--- config.mk ---
export PLATFORM = sky130hd
export DESIGN_NAME = txiod_fwd_clk_gen_flat
export DESIGN_NICKNAME = d
export VERILOG_FILES = /design/src/rtl/txiod_fwd_clk_gen_if.sv /design/src/rtl/txiod_fwd_clk_gen.sv /design/src/flat_wrapper.sv
export SDC_FILE = /design/constraint.sdc
export NUM_CORES = 1
export LEC_CHECK = 0
export CORE_MARGIN = 10
export CORE_UTILIZATION = 30
export DETAILED_ROUTE_END_ITERATION = 7
export SYNTH_ARGS = -nofsm -noshare
export SYNTH_HDL_FRONTEND = slang
export SYNTH_SLANG_ARGS = --single-unit
--- constraint.sdc ---
create_clock -name i_fab_clk -period 2.22 [get_ports i_fab_clk]
set_clock_uncertainty 0.15 [all_clocks]
set_input_delay 0.333 -clock i_fab_clk [delete_from_list [all_inputs] [get_ports i_fab_clk]]
set_output_delay 0.333 -clock i_fab_clk [all_outputs]
set_load 0.01 [all_outputs]
--- src/rtl/txiod_fwd_clk_gen_if.sv ---
// txiod_fwd_clk_gen_if: link-controller <-> forwarded-clock sequencer bundle.
// RUN_CNT is carried only when TXCLK_RUN_CNT_EN is defined.
interface txiod_fwd_clk_gen_if #(
    parameter int LANES = 1,
    parameter int RATIO = 4
);
    logic                       clk_en;
    logic                       clk_inv;
    logic [LANES-1:0]           lane_mask;
    logic                       resync;
    logic                       tx_sync_rst;
    logic [LANES*RATIO-1:0]     tx_data;
    logic [LANES*RATIO/2-1:0]   oe_data;
    logic                       ready;
    logic                       running;
`ifdef TXCLK_RUN_CNT_EN
    logic [15:0]                run_cnt;
`endif
    modport master (
        output clk_en, clk_inv, lane_mask, resync,
`ifdef TXCLK_RUN_CNT_EN
        input  run_cnt,
`endif
        input  tx_sync_rst, tx_data, oe_data, ready, running
    );
    modport slave (
        input  clk_en, clk_inv, lane_mask, resync,
`ifdef TXCLK_RUN_CNT_EN
        output run_cnt,
`endif
        output tx_sync_rst, tx_data, oe_data, ready, running
    );
endinterface

--- src/rtl/txiod_fwd_clk_gen.sv ---
// txiod_fwd_clk_gen: SYNC/IDLE/PRE/RUN/DRAIN sequencer driving TX IOD forwarded-clock lanes.
// Optional RUN word counter enabled by defining TXCLK_RUN_CNT_EN.
module txiod_fwd_clk_gen #(
    parameter int LANES           = 1,
    parameter int RATIO           = 4,
    parameter int SYNC_RST_CYCLES = 8,
    parameter int PRE_CYCLES      = 4,
    parameter int POST_CYCLES     = 4
) (
    input  logic                 i_fab_clk,
    input  logic                 i_arst_n,
    txiod_fwd_clk_gen_if.slave   bus
);
    localparam int TW = LANES*RATIO;
    localparam int OW = LANES*RATIO/2;
    localparam logic [RATIO-1:0] TOG = {(RATIO/2){2'b01}};

    typedef enum logic [2:0] {S_SYNC, S_IDLE, S_PRE, S_RUN, S_DRAIN} state_t;

    state_t           r_state, w_nxt;
    logic [7:0]       r_cnt, w_cnt_nxt;
    logic             r_inv, w_inv_nxt;
    logic [LANES-1:0] r_mask, w_mask_nxt;
    logic             w_last, w_entry;
    logic             r_sync_rst, w_sync_rst;
    logic [TW-1:0]    r_tx, w_tx;
    logic [OW-1:0]    r_oe, w_oe;
    logic             r_ready, w_ready;
    logic             r_running, w_running;

    always_ff @(posedge i_fab_clk or negedge i_arst_n) begin
        if (!i_arst_n) begin
            r_state    <= S_SYNC;
            r_cnt      <= 8'(SYNC_RST_CYCLES);
            r_inv      <= 1'b0;
            r_mask     <= '0;
            r_sync_rst <= 1'b1;
            r_tx       <= '0;
            r_oe       <= '0;
            r_ready    <= 1'b0;
            r_running  <= 1'b0;
        end else begin
            r_state    <= w_nxt;
            r_cnt      <= w_cnt_nxt;
            r_inv      <= w_inv_nxt;
            r_mask     <= w_mask_nxt;
            r_sync_rst <= w_sync_rst;
            r_tx       <= w_tx;
            r_oe       <= w_oe;
            r_ready    <= w_ready;
            r_running  <= w_running;
        end
    end

    // Segment counters load on entry and leave the state on the edge they read 1.
    always_comb begin
        w_last = r_cnt == 8'd1;
        w_nxt  = r_state;
        case (r_state)
            S_SYNC:  w_nxt = w_last ? S_IDLE : S_SYNC;
            S_IDLE:  w_nxt = bus.clk_en ? S_PRE : S_IDLE;
            S_PRE:   w_nxt = w_last ? (bus.clk_en ? S_RUN : S_DRAIN) : S_PRE;
            S_RUN:   w_nxt = bus.clk_en ? S_RUN : S_DRAIN;
            S_DRAIN: w_nxt = w_last ? (bus.clk_en ? S_PRE : S_IDLE) : S_DRAIN;
            default: w_nxt = S_SYNC;
        endcase
        if (bus.resync)
            w_nxt = S_SYNC;
        w_entry    = bus.resync || (w_nxt != r_state);
        w_cnt_nxt  = w_entry ? (w_nxt == S_SYNC  ? 8'(SYNC_RST_CYCLES) :
                                w_nxt == S_PRE   ? 8'(PRE_CYCLES) :
                                w_nxt == S_DRAIN ? 8'(POST_CYCLES) : 8'd0)
                             : (r_cnt == 8'd0 ? 8'd0 : r_cnt - 8'd1);
        w_inv_nxt  = (w_entry && w_nxt == S_PRE) ? bus.clk_inv   : r_inv;
        w_mask_nxt = (w_entry && w_nxt == S_PRE) ? bus.lane_mask : r_mask;
    end

    // Outputs are decoded from the next state so they change on the transition edge.
    always_comb begin
        w_sync_rst = w_nxt == S_SYNC;
        w_ready    = w_nxt == S_IDLE;
        w_running  = w_nxt == S_RUN;
        w_oe       = (w_nxt == S_PRE || w_nxt == S_RUN || w_nxt == S_DRAIN) ? '1 : '0;
        w_tx       = '0;
        for (int n = 0; n < LANES; n++)
            w_tx[n*RATIO +: RATIO] = (w_nxt == S_RUN && r_mask[n]) ? (r_inv ? ~TOG : TOG) : '0;
    end

    assign bus.tx_sync_rst = r_sync_rst;
    assign bus.tx_data     = r_tx;
    assign bus.oe_data     = r_oe;
    assign bus.ready       = r_ready;
    assign bus.running     = r_running;

`ifdef TXCLK_RUN_CNT_EN
    logic [15:0] r_run_cnt;

    always_ff @(posedge i_fab_clk or negedge i_arst_n) begin
        if (!i_arst_n)
            r_run_cnt <= '0;
        else if (w_nxt == S_SYNC)
            r_run_cnt <= '0;
        else if (w_nxt == S_RUN && r_run_cnt != 16'hFFFF)
            r_run_cnt <= r_run_cnt + 16'd1;
    end

    assign bus.run_cnt = r_run_cnt;
`endif
endmodule

--- src/flat_wrapper.sv ---
// flat-port wrapper written by rule: the top's interface ports become plain ports
module txiod_fwd_clk_gen_flat 
#(
    parameter int LANES           = 1,
    parameter int RATIO           = 4,
    parameter int SYNC_RST_CYCLES = 8,
    parameter int PRE_CYCLES      = 4,
    parameter int POST_CYCLES     = 4
)
  (i_fab_clk, i_arst_n, bus_clk_en, bus_clk_inv, bus_lane_mask, bus_resync, bus_tx_sync_rst, bus_tx_data, bus_oe_data, bus_ready, bus_running);
  txiod_fwd_clk_gen_if #(.LANES(LANES), .RATIO(RATIO)) bus_i ();
  input  logic i_fab_clk;
  input  logic i_arst_n;
  input wire logic [$bits(bus_i.clk_en)-1:0] bus_clk_en;
  input wire logic [$bits(bus_i.clk_inv)-1:0] bus_clk_inv;
  input wire logic [$bits(bus_i.lane_mask)-1:0] bus_lane_mask;
  input wire logic [$bits(bus_i.resync)-1:0] bus_resync;
  output wire logic [$bits(bus_i.tx_sync_rst)-1:0] bus_tx_sync_rst;
  output wire logic [$bits(bus_i.tx_data)-1:0] bus_tx_data;
  output wire logic [$bits(bus_i.oe_data)-1:0] bus_oe_data;
  output wire logic [$bits(bus_i.ready)-1:0] bus_ready;
  output wire logic [$bits(bus_i.running)-1:0] bus_running;
  assign bus_i.clk_en = bus_clk_en;
  assign bus_i.clk_inv = bus_clk_inv;
  assign bus_i.lane_mask = bus_lane_mask;
  assign bus_i.resync = bus_resync;
  assign bus_tx_sync_rst = bus_i.tx_sync_rst;
  assign bus_tx_data = bus_i.tx_data;
  assign bus_oe_data = bus_i.oe_data;
  assign bus_ready = bus_i.ready;
  assign bus_running = bus_i.running;
  txiod_fwd_clk_gen #(.LANES(LANES), .RATIO(RATIO), .SYNC_RST_CYCLES(SYNC_RST_CYCLES), .PRE_CYCLES(PRE_CYCLES), .POST_CYCLES(POST_CYCLES)) u_core (.i_fab_clk(i_fab_clk), .i_arst_n(i_arst_n), .bus(bus_i));
endmodule
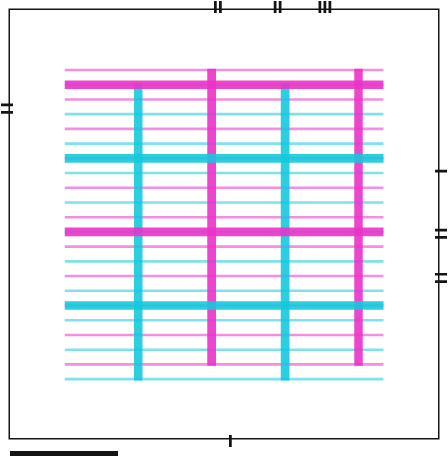
Figure 1: run 1, power grid.
Scale bar: 20 um. Pins as bars on the die edge.
legend:
  VSS:
    colour: cyan
  VDD:
    colour: magenta
met1 rails: 22
rows: 21
signal pins: 15
met5 straps: 4
DIE WIDTH: 79.09 um
die boundary height: 79.09 um
peak supply drop: 0.4658 mV
Core Footprint: 3363 um^2

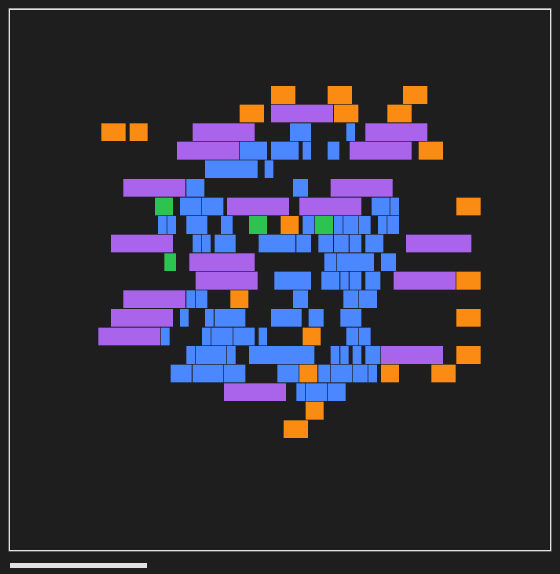
Figure 2: run 1, cell classes on the final placement.
Scale bar: 20 um.
legend:
  all other logic:
    colour: blue
    cells: 78
    share_of_their_area: 44%
  other buffers and delay cells:
    colour: orange
    cells: 21
    share_of_their_area: 15%
  flops:
    colour: purple
    cells: 19
    share_of_their_area: 38%
  clock drivers and dummy loads:
    colour: green
    cells: 4
    share_of_their_area: 2.2%
flop share of the area: 0.3663
fin util: 0.3880
post-route standard cell area excluding fillers: 1305 um^2
# rows: 21

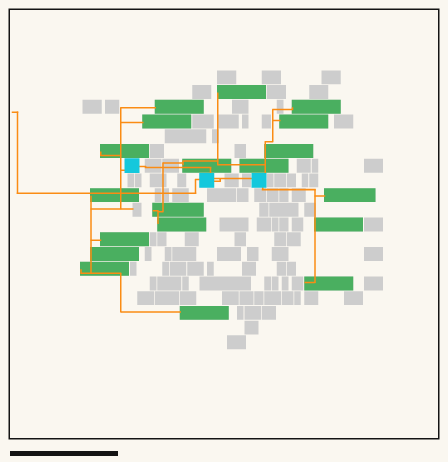
Figure 3: run 1, clock distribution.
Scale bar: 20 um.
legend:
  cells driving clock nets:
    colour: cyan
    count: 3
  clock wires:
    colour: orange
    length: 265 um
  flip-flops:
    colour: green
    count: 19
routed clock nets: 4
clock latency reported for the late side of the worst-skew pair: 300 ps
clock network fraction of design power: 0.141

==> design notes, run 1 <==
According to the Yosys statistics, the synthesized design has a chip area of 1047 um^2. For this run, the post-layout net count is 132. The number of detailed-routing iterations run before antenna repair was 4; the met2 wire length was 1114 um.

The report puts the hold buffer count at CTS at 0. The layout has 7 inverters outside the clock class. With the simple-gate area share of the yosys netlist at 0.2162, the total half-perimeter wirelength after legalization and detailed placement is 1691 um. Logic depth along the worst register-to-register path is recorded as 4.

For this run the aggregate overflow at the end of global routing stands at 0. Per the layout report, the design carries 360 filler cells. The clock tree root driver cell is clkbuf_4. The required time reported for the critical path endpoint was 2250 ps.

The largest cell class by area is combinational gates. The timing report gives the biggest stage delay along the critical path as 480 ps. During synthesis, Yosys emitted a total of 0 warnings.

For the worst-case hold slack, the log shows 196.8 ps. The run finished with clean final reports. Per the run summary, max-cap violations total 0. Per the detail_route log, met3 wirelength is 125 um.

The highest metal layer with signal wires was met4. The run gives 0.4062 for the share of Yosys cell area claimed by the top area cell type. The die covers 6254 um^2. Compared with the post-synthesis result, the final layout area differs by 24.61%. For this run, the script counts the antenna cells in the layout as 0. After detailed routing, the wire length on met1 is 976 um. The run gives 0.4800 GHz for the timing-limited maximum frequency. The mean cell area of the mapped netlist came out at 10.07 um^2. The number of buffer and inverter instances along the worst setup path is 0.

The source of the worst register-to-register timing path was u_core.r_cnt[4]. The worst setup path is captured at a flip-flop. The longest clock path from root to sink contains 2 buffers.

The type of origin of the critical path is a flip-flop. The timing report gives the worst reg2reg path a setup slack of 140 ps. The logs give 811 for the via total after detailed routing and 0.3114 for the effective utilization at floorplan. Yosys reported a register bit count of 19. The synthesis run shows the most used standard cells to be 17 x dfrtp_1, 13 x nor2_1, 7 x inv_1. The number of hold-slack violations in the final timing report was 0. The share of the clock period used by the worst path is 0.9385. The run gives 28 for the stage-log warning count.

The DRC violation total left in the routed layout is recorded as 0. The run gives 0.08744 as the met1 global-route usage. With the area of combinational cells with multiple inputs at 523.0 um^2, the detailed-route wire length per cell is 13.29 um.
-- run 1: worst max path at each step --
stage	from	to	slack, ps	depth (start not counted)
after floorplan	u_core.r_cnt[4]	u_core.r_cnt[2]	120	4
after global placement	bus_clk_en	u_core.r_cnt[3]	30	5
after detailed placement	bus_clk_en	u_core.r_cnt[3]	-10	5
after CTS	u_core.r_cnt[1]	u_core.bus.tx_data[2]	80	7
after global routing	u_core.r_cnt[1]	u_core.bus.tx_data[2]	-50	7
final	u_core.r_cnt[4]	u_core.r_cnt[2]	140	4
-- run 1: report_power, final --
group | internal [W] | switching (W) | total, W
Combinational | 0.000266 | 0.000258 | 0.000524
Clock | 0.0000671 | 0.000109 | 0.000176
Sequential | 0.000441 | 0.000107 | 0.000547
Total | 0.000774 | 0.000473 | 0.00125
==> run 2: changes to the inputs <==
--- a/config.mk
+++ b/config.mk
@@ -6,8 +6,9 @@
 export NUM_CORES = 1
 export LEC_CHECK = 0
 export CORE_MARGIN = 10
-export CORE_UTILIZATION = 30
+export CORE_UTILIZATION = 47
 export DETAILED_ROUTE_END_ITERATION = 7
+export PLACE_DENSITY_LB_ADDON = 0.1
 export SYNTH_ARGS = -nofsm -noshare
 export SYNTH_HDL_FRONTEND = slang
 export SYNTH_SLANG_ARGS = --single-unit
==> run 2 against run 1 <==
Net effect: die size shrank 28%; non-clock buffer count rose by 4; final cell count down 8.3%; global-route usage is 2.8 points higher; synthesized area unchanged; fmax up 3.2%; first-iteration DRC count fell by 74%.
==> design notes, run 2 <==
The share of synthesized registers carrying an async set or reset came out at 1.000. The kind of end point of the critical path was a flip-flop. The tools report the aggregate global routing overflow as 0. In this run the full chip footprint comes out at 4517 um^2. The run finished with clean final reports. Type of origin of the critical path: a flip-flop. The tools report the area of combinational cells with multiple inputs as 516.7 um^2. The launch point of the critical path is u_core.r_cnt[1].

The startpoint identified for the worst register-to-register timing path is u_core.r_cnt[1]. Clock tree synthesis selected as its root buffer the cell clkbuf_4. The reg-to-reg setup timing slack came out at 200 ps.

The group drawing the most power was combinational cells. By area, combinational gates come first. The number of synthesized register bits was 19. The run gives 0.4062 for the share of Yosys cell area claimed by the top area cell type. For the timing-limited maximum frequency, the log shows 0.4954 GHz. The logs give 0.1137 for the met1 global-route usage and 0 for the number of hold-slack violations in the final timing report. The switching part of the total is 0.3731. The clock reaches the later pin of the worst-skew pair after 300 ps. According to the floorplan report, the die height is 67.21 um. The count of synthesis-stage warnings from yosys is 0, and the share of power burned in registers is 0.428.

The tools report the power drawn by the combinational cells as 0.000549 W. Per the detail_route report, the via count comes to 827. The logs give 0.0004743 W for the switching power total and 874 um for the post-route met1 wirelength. The floorplan has 17 rows. Worst vdd rail ir drop: 0.5037 mV. The required time at the worst endpoint is listed as 2260 ps. Simple-gate area share of the yosys netlist: 0.2162. The synthesized netlist has a Yosys-reported chip area of 1047 um^2. TritonRoute reported its final design rule violation total as 0. The highest metal layer with signal wires was met4. The power report lists the sequential group at 0.000544 W.

The synthesis-to-layout area growth works out to 24.73%. Detailed placement finished with a half-perimeter wire length of 1711 um. The run gives 0 for the number of antenna repair diodes. For reference, the top cells by count after synthesis are 17 x dfrtp_1, 13 x nor2_1, 7 x inv_1. The final layout contains 136 nets. The report puts the hold buffer count at CTS at 0.

The logs give a warning total of 28. The routed design uses 124 um of met3 wire. The number of maximum-capacitance violations is 0, and the deepest clock path buffer count is 2. The cell-internal power is 0.0007970 W, and the met2 wire length is 1122 um. Core footprint: 2170 um^2.

Final hold analysis gives a worst-case slack of 189.1 ps. The number of cell instances on the worst register-to-register path was 7; the count of inverters not on the clock network in the layout was 7. The worst slew margin relative to its limit was 0.7589. The critical path ends at u_core.r_mask. The first TritonRoute pass finished after 4 iterations.
## run 2: how the worst min path moves through the flow
| stage | startpoint | endpoint | slack [ps] | depth (start not counted) |
|---|---|---|---|---|
| after CTS | i_arst_n | u_core.bus.ready | 190 | 2 |
| after detailed placement | u_core.r_inv | u_core.bus.tx_data[2] | 310 | 1 |
| after global routing | i_arst_n | u_core.bus.running | 200 | 2 |
| final | i_arst_n | u_core.bus.ready | 190 | 2 |
| after floorplan | i_arst_n | u_core.bus.oe_data[0] | -110 | 0 |
| after global placement | u_core.r_inv | u_core.bus.tx_data[2] | 300 | 1 |
## run 2: critical path: stages (launching register included)
cell	delay, ps
dfrtp_1	410
inv_1	100
ha_1	180
nor4b_2	190
buf_4	160
a31oi_1	110
nor3_2	250
mux2_2	360
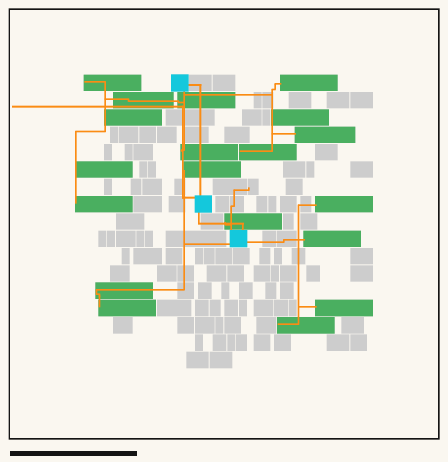
Figure 4: run 2, clock distribution.
Scale bar: 20 um.
legend:
  cells driving clock nets:
    colour: cyan
    count: 3
  clock wires:
    colour: orange
    length: 260 um
  flip-flops:
    colour: green
    count: 19
routed clock nets: 4
power drawn by the clock network: 0.000179 W

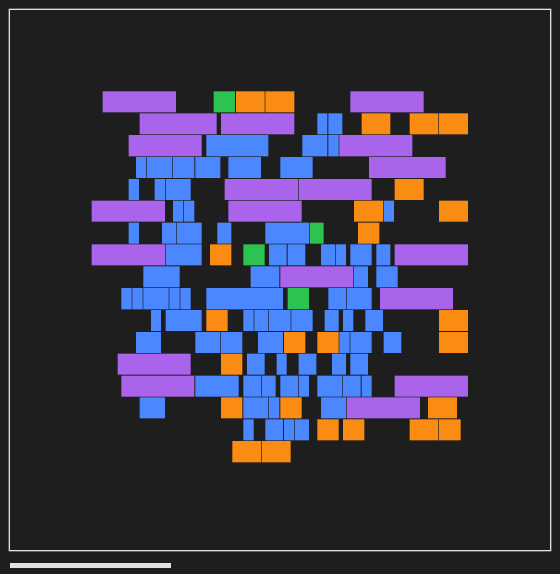
Figure 5: run 2, cell classes on the final placement.
Scale bar: 20 um.
legend:
  clock drivers and dummy loads:
    colour: green
    cells: 4
    share_of_their_area: 2.2%
  flops:
    colour: purple
    cells: 19
    share_of_their_area: 38%
  other buffers and delay cells:
    colour: orange
    cells: 25
    share_of_their_area: 18%
  all other logic:
    colour: blue
    cells: 78
    share_of_their_area: 43%
flop share of the area: 0.3659
fin util: 0.6021

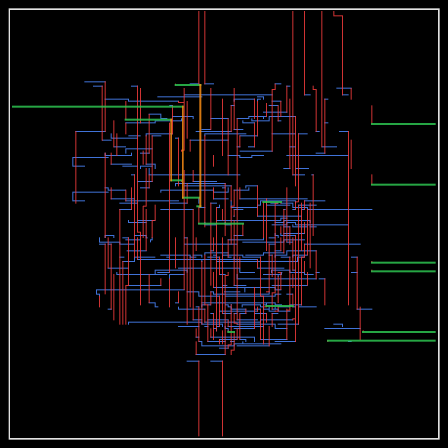
Figure 6: run 2, routed metal, one colour a layer.
legend:
  met1:
    colour: blue
    wire_length: 874 um
  met2:
    colour: red
    wire_length: 1120 um
  met4:
    colour: orange
    wire_length: 42.8 um
  met3:
    colour: green
    wire_length: 124 um
overall fraction of global-route tracks in use: 0.1042
total detailed-routing wirelength: 2164 um
wire length per cell after detailed routing: 14.05 um

Power figures rest on the tool's default switching activity, not on a simulated workload.
